===== src/rtl/rsa_ctrl_pkg.sv =====
// Shared constants for the RSA UART sequencer: state encodings, error word fill, watchdog default.
package rsa_ctrl_pkg;

    localparam logic [2:0] LOAD_BASE = 3'd0;
    localparam logic [2:0] LOAD_EXP  = 3'd1;
    localparam logic [2:0] LOAD_MOD  = 3'd2;
    localparam logic [2:0] START     = 3'd3;
    localparam logic [2:0] WAIT      = 3'd4;
    localparam logic [2:0] SEND      = 3'd5;
    localparam logic [2:0] DRAIN     = 3'd6;

    // Error word is this bit replicated across the full result width
    localparam logic ERR_FILL = 1'b1;

    localparam int unsigned DEF_TIMEOUT_CYC = 32'd16777216;

endpackage


===== src/rtl/rsa_uart_ctrl.sv =====
// Sequencer: collects base/exp/mod words, runs the RSA engine, hands the result to the serialiser.
// Optional WAIT watchdog enabled by defining RSA_CTRL_TIMEOUT_EN.
module rsa_uart_ctrl
    import rsa_ctrl_pkg::*;
#(
    parameter int unsigned N     = 32,
    parameter int unsigned CNT_W = 2
`ifdef RSA_CTRL_TIMEOUT_EN
    ,
    parameter int unsigned TIMEOUT_CYC = DEF_TIMEOUT_CYC
`endif
) (
    input  logic         i_clk,
    input  logic         i_rst,
    input  logic         i_rx_valid,
    input  logic [N-1:0] i_rx_bytes,
    output logic [N-1:0] o_op_base,
    output logic [N-1:0] o_op_exp,
    output logic [N-1:0] o_op_mod,
    output logic         o_eng_start,
    input  logic         i_eng_done,
    input  logic [N-1:0] i_eng_result,
    output logic [N-1:0] o_tx_bytes,
    output logic         o_tx_valid,
    input  logic         i_tx_busy,
    output logic         o_busy,
    output logic         o_overrun,
`ifdef RSA_CTRL_TIMEOUT_EN
    output logic         o_timeout,
`endif
    output logic [2:0]   o_state_dbg
);

    localparam logic [CNT_W-1:0] SLOT_BASE = CNT_W'(0);
    localparam logic [CNT_W-1:0] SLOT_EXP  = CNT_W'(1);
    localparam logic [CNT_W-1:0] SLOT_MOD  = CNT_W'(2);

    logic [2:0]       r_state;
    logic [2:0]       w_state_d;
    logic [CNT_W-1:0] r_slot;
    logic [N-1:0]     r_op_base;
    logic [N-1:0]     r_op_exp;
    logic [N-1:0]     r_op_mod;
    logic [N-1:0]     r_tx_bytes;
    logic             r_overrun;
    logic             r_drain_first;
    logic             w_loading;
    logic             w_take_done;
    logic             w_wd_hit;

`ifdef RSA_CTRL_TIMEOUT_EN
    logic [31:0] r_wd_cnt;
    logic        r_timeout;

    assign w_wd_hit  = (r_wd_cnt == TIMEOUT_CYC - 32'd1);
    assign o_timeout = r_timeout;

    // Counter is cleared while in START so it starts from zero on WAIT entry
    always_ff @(posedge i_clk) begin
        if (i_rst) begin
            r_wd_cnt  <= '0;
            r_timeout <= 1'b0;
        end else begin
            if (r_state == WAIT) begin
                r_wd_cnt <= r_wd_cnt + 32'd1;
            end else begin
                r_wd_cnt <= '0;
            end
            if (r_state == WAIT && !i_eng_done && w_wd_hit) begin
                r_timeout <= 1'b1;
            end
        end
    end
`else
    assign w_wd_hit = 1'b0;
`endif

    assign w_loading   = (r_state == LOAD_BASE) || (r_state == LOAD_EXP) ||
                         (r_state == LOAD_MOD);
    assign w_take_done = (r_state == WAIT) && i_eng_done;

    always_comb begin
        w_state_d = r_state;
        case (r_state)
            LOAD_BASE: if (i_rx_valid) w_state_d = LOAD_EXP;
            LOAD_EXP:  if (i_rx_valid) w_state_d = LOAD_MOD;
            LOAD_MOD:  if (i_rx_valid) w_state_d = START;
            START:     w_state_d = WAIT;
            WAIT:      if (i_eng_done || w_wd_hit) w_state_d = SEND;
            SEND:      if (!i_tx_busy) w_state_d = DRAIN;
            // Serialiser raises busy one cycle after the load strobe, so ignore the first cycle
            DRAIN:     if (!r_drain_first && !i_tx_busy) w_state_d = LOAD_BASE;
            default:   w_state_d = LOAD_BASE;
        endcase
    end

    always_ff @(posedge i_clk) begin
        if (i_rst) begin
            r_state       <= LOAD_BASE;
            r_slot        <= SLOT_BASE;
            r_op_base     <= '0;
            r_op_exp      <= '0;
            r_op_mod      <= '0;
            r_tx_bytes    <= '0;
            r_overrun     <= 1'b0;
            r_drain_first <= 1'b0;
        end else begin
            r_state       <= w_state_d;
            r_drain_first <= (r_state == SEND) && !i_tx_busy;
            if (i_rx_valid && w_loading) begin
                if (r_slot == SLOT_BASE) begin
                    r_op_base <= i_rx_bytes;
                end else if (r_slot == SLOT_EXP) begin
                    r_op_exp <= i_rx_bytes;
                end else begin
                    r_op_mod <= i_rx_bytes;
                end
                r_slot <= (r_slot == SLOT_MOD) ? SLOT_BASE : r_slot + CNT_W'(1);
            end
            if (i_rx_valid && !w_loading) begin
                r_overrun <= 1'b1;
            end
            if (w_take_done) begin
                r_tx_bytes <= i_eng_result;
            end else if (r_state == WAIT && w_wd_hit) begin
                r_tx_bytes <= {N{ERR_FILL}};
            end
        end
    end

    assign o_op_base   = r_op_base;
    assign o_op_exp    = r_op_exp;
    assign o_op_mod    = r_op_mod;
    assign o_tx_bytes  = r_tx_bytes;
    assign o_overrun   = r_overrun;
    assign o_eng_start = (r_state == START);
    assign o_tx_valid  = (r_state == SEND) && !i_tx_busy;
    assign o_busy      = (r_state != LOAD_BASE);
    assign o_state_dbg = r_state;

endmodule


===== config.mk =====
export PLATFORM = sky130hd
export DESIGN_NAME = rsa_uart_ctrl
export DESIGN_NICKNAME = d
export VERILOG_FILES = /design/src/rtl/rsa_ctrl_pkg.sv /design/src/rtl/rsa_uart_ctrl.sv
export SDC_FILE = /design/constraint.sdc
export NUM_CORES = 1
export LEC_CHECK = 0
export CORE_AREA = 2 2 119 121
export DETAILED_ROUTE_END_ITERATION = 10
export DIE_AREA = 0 0 121 123
export HOLD_SLACK_MARGIN = 0.15
export PLACE_DENSITY = 0.75
export SYNTH_ARGS = -nofsm -noshare
export SYNTH_HDL_FRONTEND = slang
export SYNTH_SLANG_ARGS = --single-unit

===== constraint.sdc =====
create_clock -name i_clk -period 4.5 [get_ports i_clk]
set_input_delay 0.675 -clock i_clk [delete_from_list [all_inputs] [get_ports i_clk]]
set_output_delay 0.675 -clock i_clk [all_outputs]
set_load 0.02 [all_outputs]

==> ci_impl_report.md <==
## PnR job results

| Metric | Value |
|---|---|
| Non-clk invs | `1` |
| Initial antenna violation count | `0` |
| CP required | `between 3000 and 4000 ps` |
| IO Pins | `~200` |
| Worst setup SP type | `register` |
| CTS resizes | `0` |
| Clock skew | `roughly 5.0 ps` |
| Clock buffer count from CTS | `17` |
| Hold depth | `2` |
| Synth cell types | `31` |
| Asr flop ratio synth | `0` |
| Row cnt | `43` |
| Sequential power share | `0.415` |
| Post-synth top area share | `0.5098` |
| Met3 routed WL | `1274 um` |
| Top class by area | `sequential cells` |
| VDD IR max | `between 200 and 250 uV` |
| GP Congestion | `approximately 0.77` |
| Yosys warning count | `0` |
| Crit path DAT | `2050 ps` |
| Via density | `4.737` |
| Clock buffer cells | `23` |
| Worst min-delay path category | `reg2reg` |
| Sw Ratio | `0.2327` |
| Pwr/cell area | `around 390 nW/um^2` |
| Final WS setup | `around 1800 ps` |
| Critical R2R Capture | `o_op_exp[29]` |
| Total Wirelength | `~13000 um` |
| Vias | `around 4300` |
| Signal buffers share of area | `0.2567` |
| Critical Path Stages | `3` |
| Max Slew Vio Count | `0` |
| Cells along the critical path | `nand2_1, nor2_1, clkdlybuf4s50_1` |
| CTS tree | `built` |
| Max cap viols | `0` |
| Area fraction in compound gates | `0.04602` |
| Routed Antenna Nets | `0` |
| Synth Instances | `around 530` |
| OpenROAD warnings | `28` |
| Hold_buf cts | `0` |
| DRT iter0 DRCs | `roughly 160` |
| Max Fclk | `366.6 MHz` |
| Clock transition at path regs | `approximately 60 ps` |
| Clock power share | `0.456` |
| Worst setup EP type | `primary output` |
| Antenna cells | `0` |
| Height of the die | `between 100 and 150 um` |
| M1 WL | `between 5000 and 6000 um` |
| Comb area leader | `simple AND/OR/NAND/NOR gates` |
| Crit path to | `o_eng_start` |
| Post-Place Cells | `just under 900` |
| Tapcell Cnt | `180` |
| Worst reg2reg startpoint | `o_state_dbg[2]` |
| Post-route insts no fill | `between 900 and 1000` |
| Pin count of the biggest net entering global routing | `around 140` |
| Commonest cells in the netlist | `135 x dfxtp_1, 129 x nand2b_1, 96 x mux2i_1, 66 x nand2_1, 36 x a21oi_1` |
| Most frequent logic cell in the layout | `clkdlybuf4s50_1` |
| Total track usage | `0.1802` |
| Gate Area | `around 2400 um^2` |
| Basic Gates by Area | `0.2237` |
| Setup Fix Bufs, Post-CTS | `0` |
| Sink Count | `between 100 and 150` |
| Seq. pwr | `~0.0013 W` |
| Buffering stage count on the worst path with inverters included | `1` |
| P_comb | `~0.0004 W` |
| Top-count cell post-synth | `dfxtp_1` |
| H-tree levels | `4` |
| Max Fanout on Critical Path | `15` |
| Rel. slew slack | `0.3387` |
| Register area | `between 2000 and 3000 um^2` |
| Signal buffers | `207` |
| Clock buf/inv share | `0.07486` |
| Ys flop type | `dfxtp_1` |
| Worst Setup SP | `o_state_dbg[0]` |
| Status | `finished, final reports clean` |
| Share of total power in combinational logic | `0.129` |
==> images/ff_map.png <==
The bar under the picture is 20 um long. Other sequential cells in the stronger grey, the rest of the logic in the fainter grey.
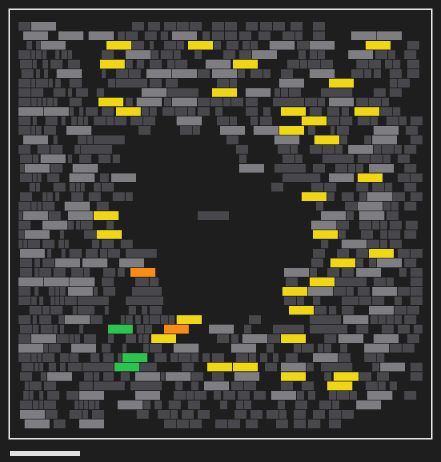
[o_state_dbg] green | sequential cells: 3
[r_slot] orange | sequential cells: 2
[o_op_exp] yellow | sequential cells: 32
not coloured: 98

==> images/gates.png <==
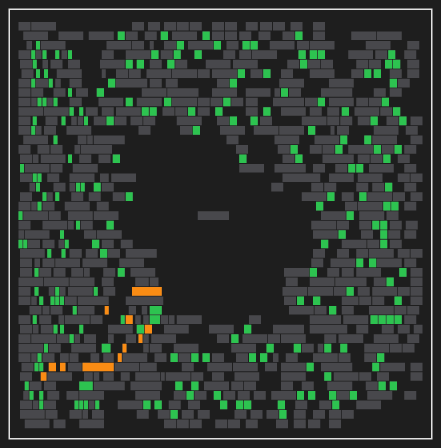
[nor cells] orange | cells: 11 | where: bottom left
[nand cells] green | cells: 199 | where: all over the die

==> images/class_map.png <==
The bar under the picture is 20 um long.
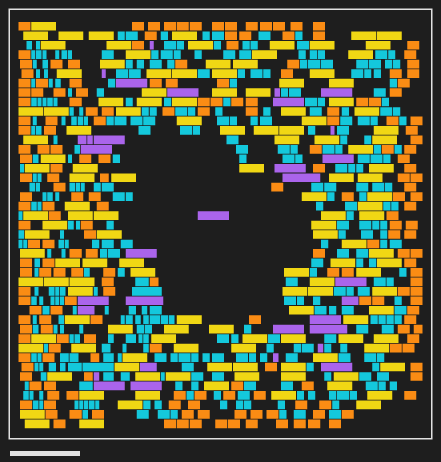
[clock drivers and dummy loads] purple | cells: 32
[remaining buffers and delay cells] orange | cells: 207
[sequential cells] yellow | cells: 135
[remaining logic cells] cyan | cells: 357
Core Region: 13610 um^2
Seq area share: 0.3369
Final Instance Area: 8023 um^2

Power is estimated from default activity; no workload was simulated.
